**config.mk**
```make
export PLATFORM = sky130hd
export DESIGN_NAME = pipe_hazard_ctrl_flat
export DESIGN_NICKNAME = d
export VERILOG_FILES = /design/src/rtl/pipe_hazard_ctrl_pkg.sv /design/src/rtl/pipe_hazard_ctrl_if.sv /design/src/rtl/pipe_hazard_ctrl_lu_detect.sv /design/src/rtl/pipe_hazard_ctrl.sv /design/src/flat_wrapper.sv
export SDC_FILE = /design/constraint.sdc
export NUM_CORES = 1
export LEC_CHECK = 0
export CORE_ASPECT_RATIO = 1.2
export CORE_UTILIZATION = 25
export CTS_BUF_LIST = sky130_fd_sc_hd__clkbuf_4
export DETAILED_ROUTE_END_ITERATION = 10
export PLACE_DENSITY_LB_ADDON = 0.25
export SYNTH_ARGS = -nofsm -noshare
export SYNTH_HDL_FRONTEND = slang
export SYNTH_SLANG_ARGS = --single-unit
```
**constraint.sdc**
```tcl
create_clock -name clk -period 2.1 [get_ports clk]
set_clock_uncertainty 0.2 [all_clocks]
set_input_delay 0.42 -clock clk [delete_from_list [all_inputs] [get_ports clk]]
set_output_delay 0.42 -clock clk [all_outputs]
set_load 0.05 [all_outputs]
```
**src/rtl/pipe_hazard_ctrl_pkg.sv**
```systemverilog
// Shared definitions for the pipeline hazard controller.
//   state_e    : controller FSM states
//   ctrl_t     : bundle of the pipeline control strobes the controller drives
//   CTRL_NOP   : control word with every strobe inactive (no hold, no bubble)
//   REG_ZERO   : architectural x0, which is never a real dependency
package pipe_hazard_ctrl_pkg;

  localparam int unsigned REG_W = 5;
  localparam int unsigned CNT_W = 8;

  localparam logic [REG_W-1:0] REG_ZERO = 5'd0;

  typedef enum logic [1:0] {
    RUN      = 2'd0,
    LD_STALL = 2'd1,
    IO_WAIT  = 2'd2,
    IO_DONE  = 2'd3
  } state_e;

  typedef struct packed {
    logic stall_pc;
    logic stall_ifid;
    logic bubble_idex;
    logic flush_ifid;
    logic hold_exmem;
    logic io_req;
  } ctrl_t;

  localparam ctrl_t CTRL_NOP = '0;

endpackage

```
**src/rtl/pipe_hazard_ctrl_if.sv**
```systemverilog
// Signal bundle between the 5-stage pipeline and its hazard controller.
//   Pipeline -> controller : ID source regs and their use flags, EX dest reg and
//                            load/branch flags, EX/MEM IO access flags, io_ready.
//   Controller -> pipeline : stall_pc, stall_ifid, bubble_idex, flush_ifid,
//                            hold_exmem, io_req, io_err.
// master = the controller, slave = the pipeline side.
interface pipe_hazard_ctrl_if;
  import pipe_hazard_ctrl_pkg::*;

  logic [REG_W-1:0] rs1_id;
  logic [REG_W-1:0] rs2_id;
  logic             use_rs1;
  logic             use_rs2;
  logic [REG_W-1:0] rd_ex;
  logic             RegWrite_ex;
  logic             MemRead_ex;
  logic             IoRead_ex;
  logic             branch_taken_ex;
  logic             IoRead_mem;
  logic             IoWrite_mem;
  logic             io_ready;

  logic             stall_pc;
  logic             stall_ifid;
  logic             bubble_idex;
  logic             flush_ifid;
  logic             hold_exmem;
  logic             io_req;
  logic             io_err;

  modport master (
    input  rs1_id, rs2_id, use_rs1, use_rs2, rd_ex, RegWrite_ex, MemRead_ex,
           IoRead_ex, branch_taken_ex, IoRead_mem, IoWrite_mem, io_ready,
    output stall_pc, stall_ifid, bubble_idex, flush_ifid, hold_exmem, io_req,
           io_err
  );

  modport slave (
    output rs1_id, rs2_id, use_rs1, use_rs2, rd_ex, RegWrite_ex, MemRead_ex,
           IoRead_ex, branch_taken_ex, IoRead_mem, IoWrite_mem, io_ready,
    input  stall_pc, stall_ifid, bubble_idex, flush_ifid, hold_exmem, io_req,
           io_err
  );

endinterface

```
**src/rtl/pipe_hazard_ctrl_lu_detect.sv**
```systemverilog
// Load-use hazard comparator (purely combinational).
//   rs1_id_i, rs2_id_i   : source registers of the instruction in ID
//   use_rs1_i, use_rs2_i : ID instruction actually reads that source
//   rd_ex_i              : destination of the instruction in EX
//   regwrite_ex_i        : EX instruction writes rd
//   memread_ex_i         : EX instruction is a data-memory load
//   ioread_ex_i          : EX instruction is an IO load
//   hazard_o             : ID needs a value the EX load has not produced yet
module pipe_hazard_ctrl_lu_detect
  import pipe_hazard_ctrl_pkg::*;
(
  input  logic [REG_W-1:0] rs1_id_i,
  input  logic [REG_W-1:0] rs2_id_i,
  input  logic             use_rs1_i,
  input  logic             use_rs2_i,
  input  logic [REG_W-1:0] rd_ex_i,
  input  logic             regwrite_ex_i,
  input  logic             memread_ex_i,
  input  logic             ioread_ex_i,
  output logic             hazard_o
);

  logic is_load;
  logic rs1_match;
  logic rs2_match;

  assign is_load   = (memread_ex_i | ioread_ex_i) & regwrite_ex_i;
  assign rs1_match = use_rs1_i & (rs1_id_i == rd_ex_i);
  assign rs2_match = use_rs2_i & (rs2_id_i == rd_ex_i);

  // x0 reads as zero regardless of writes, so it never creates a dependency.
  assign hazard_o = is_load & (rd_ex_i != REG_ZERO) & (rs1_match | rs2_match);

endmodule

```
**src/rtl/pipe_hazard_ctrl.sv**
```systemverilog
// Pipeline sequencer for the 5-stage core. Produces the hold/bubble/flush
// strobes for PC, IF/ID, ID/EX and EX/MEM and runs the io_req/io_ready
// handshake for IO accesses parked in EX/MEM.
//   clk   : core clock
//   rst_n : synchronous reset, ACTIVE-HIGH despite its name
//   hz    : pipeline/controller bundle (master side)
// Parameters:
//   LOAD_STALL : bubbles per load-use hazard (1..7)
//   IO_TIMEOUT : max io_req cycles before an IO access is abandoned (1..255)
// All strobes are combinational from state and inputs; only io_err is a
// register output. While reset is asserted every output reads 0.
module pipe_hazard_ctrl
  import pipe_hazard_ctrl_pkg::*;
#(
  parameter int unsigned LOAD_STALL = 1,
  parameter int unsigned IO_TIMEOUT = 255
)
(
  input  logic             clk,
  input  logic             rst_n,
  pipe_hazard_ctrl_if.master hz
);

  localparam logic [CNT_W-1:0] LD_INIT = CNT_W'(LOAD_STALL - 1);
  localparam logic [CNT_W-1:0] TO_LAST = CNT_W'(IO_TIMEOUT - 1);
  localparam logic [CNT_W-1:0] CNT_ZERO = '0;
  localparam logic [CNT_W-1:0] CNT_ONE  = CNT_W'(1);

  state_e           state_q, state_d;
  logic [CNT_W-1:0] cnt_q, cnt_d;
  logic             io_err_q, io_err_d;
  ctrl_t            ctl;
  logic             hazard_lu;
  logic             io_start;

  pipe_hazard_ctrl_lu_detect u_lu_detect (
    .rs1_id_i      (hz.rs1_id),
    .rs2_id_i      (hz.rs2_id),
    .use_rs1_i     (hz.use_rs1),
    .use_rs2_i     (hz.use_rs2),
    .rd_ex_i       (hz.rd_ex),
    .regwrite_ex_i (hz.RegWrite_ex),
    .memread_ex_i  (hz.MemRead_ex),
    .ioread_ex_i   (hz.IoRead_ex),
    .hazard_o      (hazard_lu)
  );

  assign io_start = hz.IoRead_mem | hz.IoWrite_mem;

  // cnt_q is shared: remaining bubbles in LD_STALL, and in IO_WAIT the number
  // of io_req cycles already spent (the request cycle in RUN counts as one).
  always_comb begin
    state_d  = state_q;
    cnt_d    = cnt_q;
    io_err_d = io_err_q;
    ctl      = CTRL_NOP;
    unique case (state_q)
      RUN: begin
        if (io_start) begin
          ctl.io_req     = 1'b1;
          ctl.stall_pc   = 1'b1;
          ctl.stall_ifid = 1'b1;
          ctl.hold_exmem = 1'b1;
          cnt_d          = CNT_ONE;
          if (hz.io_ready) begin
            state_d = IO_DONE;
          end else if (TO_LAST == CNT_ZERO) begin
            io_err_d = 1'b1;
            state_d  = IO_DONE;
          end else begin
            state_d = IO_WAIT;
          end
        end else if (hz.branch_taken_ex) begin
          // The ID instruction is killed, so any load-use it had is moot.
          ctl.flush_ifid  = 1'b1;
          ctl.bubble_idex = 1'b1;
        end else if (hazard_lu) begin
          ctl.stall_pc    = 1'b1;
          ctl.stall_ifid  = 1'b1;
          ctl.bubble_idex = 1'b1;
          if (LOAD_STALL > 1) begin
            state_d = LD_STALL;
            cnt_d   = LD_INIT;
          end
        end
      end
      LD_STALL: begin
        ctl.stall_pc    = 1'b1;
        ctl.stall_ifid  = 1'b1;
        ctl.bubble_idex = 1'b1;
        cnt_d           = cnt_q - CNT_ONE;
        if (cnt_q == CNT_ONE) begin
          state_d = RUN;
        end
      end
      IO_WAIT: begin
        ctl.io_req     = 1'b1;
        ctl.stall_pc   = 1'b1;
        ctl.stall_ifid = 1'b1;
        ctl.hold_exmem = 1'b1;
        cnt_d          = cnt_q + CNT_ONE;
        if (hz.io_ready) begin
          state_d = IO_DONE;
        end else if (cnt_q == TO_LAST) begin
          io_err_d = 1'b1;
          state_d  = IO_DONE;
        end
      end
      IO_DONE: begin
        // One free-running cycle lets EX/MEM advance past the finished
        // access; a branch that resolved in EX meanwhile takes effect now.
        ctl.flush_ifid  = hz.branch_taken_ex;
        ctl.bubble_idex = hz.branch_taken_ex;
        cnt_d           = CNT_ZERO;
        state_d         = RUN;
      end
      default: begin
        state_d = RUN;
        cnt_d   = CNT_ZERO;
      end
    endcase
  end

  always_ff @(posedge clk) begin
    if (rst_n) begin
      state_q  <= RUN;
      cnt_q    <= CNT_ZERO;
      io_err_q <= 1'b0;
    end else begin
      state_q  <= state_d;
      cnt_q    <= cnt_d;
      io_err_q <= io_err_d;
    end
  end

  assign hz.stall_pc    = ctl.stall_pc    & ~rst_n;
  assign hz.stall_ifid  = ctl.stall_ifid  & ~rst_n;
  assign hz.bubble_idex = ctl.bubble_idex & ~rst_n;
  assign hz.flush_ifid  = ctl.flush_ifid  & ~rst_n;
  assign hz.hold_exmem  = ctl.hold_exmem  & ~rst_n;
  assign hz.io_req      = ctl.io_req      & ~rst_n;
  assign hz.io_err      = io_err_q        & ~rst_n;

endmodule

```
**src/flat_wrapper.sv**
```systemverilog
// flat-port wrapper written by rule: the top's interface ports become plain ports
module pipe_hazard_ctrl_flat import pipe_hazard_ctrl_pkg::*;
#(
  parameter int unsigned LOAD_STALL = 1,
  parameter int unsigned IO_TIMEOUT = 255
)
  (clk, rst_n, hz_rs1_id, hz_rs2_id, hz_use_rs1, hz_use_rs2, hz_rd_ex, hz_RegWrite_ex, hz_MemRead_ex, hz_IoRead_ex, hz_branch_taken_ex, hz_IoRead_mem, hz_IoWrite_mem, hz_io_ready, hz_stall_pc, hz_stall_ifid, hz_bubble_idex, hz_flush_ifid, hz_hold_exmem, hz_io_req, hz_io_err);
  pipe_hazard_ctrl_if hz_i ();
  input  logic clk;
  input  logic rst_n;
  input wire logic [$bits(hz_i.rs1_id)-1:0] hz_rs1_id;
  input wire logic [$bits(hz_i.rs2_id)-1:0] hz_rs2_id;
  input wire logic [$bits(hz_i.use_rs1)-1:0] hz_use_rs1;
  input wire logic [$bits(hz_i.use_rs2)-1:0] hz_use_rs2;
  input wire logic [$bits(hz_i.rd_ex)-1:0] hz_rd_ex;
  input wire logic [$bits(hz_i.RegWrite_ex)-1:0] hz_RegWrite_ex;
  input wire logic [$bits(hz_i.MemRead_ex)-1:0] hz_MemRead_ex;
  input wire logic [$bits(hz_i.IoRead_ex)-1:0] hz_IoRead_ex;
  input wire logic [$bits(hz_i.branch_taken_ex)-1:0] hz_branch_taken_ex;
  input wire logic [$bits(hz_i.IoRead_mem)-1:0] hz_IoRead_mem;
  input wire logic [$bits(hz_i.IoWrite_mem)-1:0] hz_IoWrite_mem;
  input wire logic [$bits(hz_i.io_ready)-1:0] hz_io_ready;
  output wire logic [$bits(hz_i.stall_pc)-1:0] hz_stall_pc;
  output wire logic [$bits(hz_i.stall_ifid)-1:0] hz_stall_ifid;
  output wire logic [$bits(hz_i.bubble_idex)-1:0] hz_bubble_idex;
  output wire logic [$bits(hz_i.flush_ifid)-1:0] hz_flush_ifid;
  output wire logic [$bits(hz_i.hold_exmem)-1:0] hz_hold_exmem;
  output wire logic [$bits(hz_i.io_req)-1:0] hz_io_req;
  output wire logic [$bits(hz_i.io_err)-1:0] hz_io_err;
  assign hz_i.rs1_id = hz_rs1_id;
  assign hz_i.rs2_id = hz_rs2_id;
  assign hz_i.use_rs1 = hz_use_rs1;
  assign hz_i.use_rs2 = hz_use_rs2;
  assign hz_i.rd_ex = hz_rd_ex;
  assign hz_i.RegWrite_ex = hz_RegWrite_ex;
  assign hz_i.MemRead_ex = hz_MemRead_ex;
  assign hz_i.IoRead_ex = hz_IoRead_ex;
  assign hz_i.branch_taken_ex = hz_branch_taken_ex;
  assign hz_i.IoRead_mem = hz_IoRead_mem;
  assign hz_i.IoWrite_mem = hz_IoWrite_mem;
  assign hz_i.io_ready = hz_io_ready;
  assign hz_stall_pc = hz_i.stall_pc;
  assign hz_stall_ifid = hz_i.stall_ifid;
  assign hz_bubble_idex = hz_i.bubble_idex;
  assign hz_flush_ifid = hz_i.flush_ifid;
  assign hz_hold_exmem = hz_i.hold_exmem;
  assign hz_io_req = hz_i.io_req;
  assign hz_io_err = hz_i.io_err;
  pipe_hazard_ctrl #(.LOAD_STALL(LOAD_STALL), .IO_TIMEOUT(IO_TIMEOUT)) u_core (.clk(clk), .rst_n(rst_n), .hz(hz_i));
endmodule
```
==> run_results.csv <==
group,metric,value,unit
run_status,outcome,"complete, but fails checks",
run_status,failed_checks,"setup timing",
synthesis,syn-cell-area,1170,sq um
drt,drt_iter0_drc,103,
finish,final_layout_top_logic_cells,"sky130_fd_sc_hd__buf_4 (22), sky130_fd_sc_hd__a21oi_1 (12), sky130_fd_sc_hd__nor2_1 (11)",
timing,post-route-worst-setup-slack,-148,ps
critical_path,critPathCaptureType,"output pin",
timing,final.setup.tns,-633,ps
drt,route.layer.met1.wl,1440,um
synthesis,synthSimpleGateAreaFrac,26.2,%
drt,met3_length,212,um
cts,numCtsBuffers,3,
timing,setup_violations,6,
drt,viasPerCell,5.34,
critical_path,crit_type,"flip-flop to output pin",
power_and_ir_drop,maximum_vdd_ir_drop,749,uV
synthesis,avgSynthCellArea,7.76,sq um
drt,maxUsedRoutingLayer,"met4",
drt,drtAntennaViolNets,0,
synthesis,post_synth_xor_area_fraction,7.48,%
grt,grtUsageMet1,16.3,%
grt,grtUsageMet2,28.3,%
critical_path,cp_data_arrival_time,1630,ps
grt,vias_in_the_first_global_route,1339,
placed_design,dp_cells,246,
min_path,min-delay-path-class,"flip-flop to flip-flop",
## Yosys cell counts, drive strengths merged
library cell / count
and4: 3
o21a: 1
nand2: 6
o22ai: 1
a311oi: 1
o21ai: 9
o2bb2ai: 1
nand2b: 1
or3: 3
a31oi: 6
nor2: 12
o311ai: 1
a221oi: 3
nor3: 4
nor2b: 3
dfxtp: 11
and2: 2
nand3b: 1
o32ai: 1
a2111o: 1
clkbuf: 3
or4b: 1
a32oi: 2
xnor2: 2
nand4: 2
xor2: 8
a211o: 1
a221o: 1
mux2i: 1
nor3b: 2
and3: 1
nand3: 7
o31ai: 1
inv: 9
o211ai: 2
o221ai: 1
nor4: 4
buf: 8
a21oi: 14
ha: 9
a41o: 1
## power breakdown
group / total, W / switching (W) / internal (W)
Combinational: 0.00160 / 0.000839 / 0.000764
Sequential: 0.000371 / 0.000100 / 0.000271
Clock: 0.000162 / 0.0000754 / 0.0000866
## critical path: stages (launching register included)
cell                        delay, ps
sky130_fd_sc_hd__dfxtp_4          380
sky130_fd_sc_hd__inv_4             50
sky130_fd_sc_hd__ha_4             170
sky130_fd_sc_hd__nor3b_4          160
sky130_fd_sc_hd__o21ai_2          190
sky130_fd_sc_hd__nand2_1          110
sky130_fd_sc_hd__o2bb2ai_2        140
sky130_fd_sc_hd__buf_12           150
## flip-flops by register name, summed over array words and instances, names as in the netlist
name,flops
u_core.io_err_q,1
u_core.state_q,2
u_core.cnt_q,8
## layout make-up
class / count / share of cell area, %
Inverter: 9 / 1.94
Tap cell: 56 / 3.75
Timing Repair Buffer: 54 / 27.9
Multi-Input combinational cell: 120 / 52.6
Sequential cell: 11 / 12.2
Clock buffer: 4 / 1.61
## what timing repair did
action / in CTS / in global routing
gates resized: 38 / 26
pin swaps: 13 / 8
setup buffers: 3 / 1
setup endpoints to repair: 7 / 6
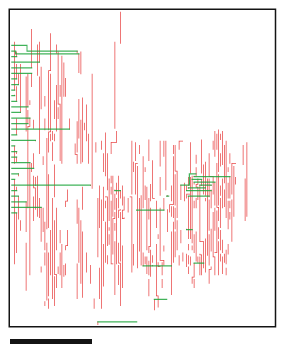
(images/layers.png)
Bar = 20 um. Only two layers are drawn.
| layer | colour | wire length |
|---|---|---|
| M3 | green | 212 um |
| M2 | red | 2020 um |
Final Routed Wirelength: 3730 um
overall routing resource usage: 15.1%
count of vias placed by the detailed router: 1356

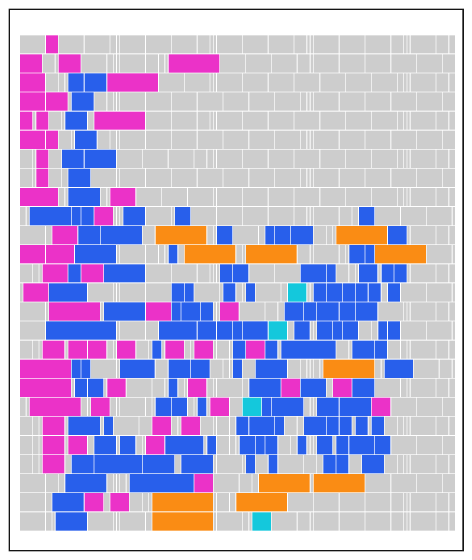
(images/class_map.png)
Fill, decap, tap and diode cells in grey.
| class | colour | cells | share of their area |
|---|---|---|---|
| remaining logic cells | blue | 129 | 57% |
| registers | orange | 11 | 13% |
| remaining buffers and delay cells | magenta | 54 | 29% |
| clock drivers and dummy loads | cyan | 4 | 1.7% |
summed area of non-filler cells in the final layout: 1870 sq um
fraction of standard cell area that is sequential: 12.2%
Std-Cell Core Area: 4390 sq um
row cnt: 26

Power and IR drop assume default switching activity.
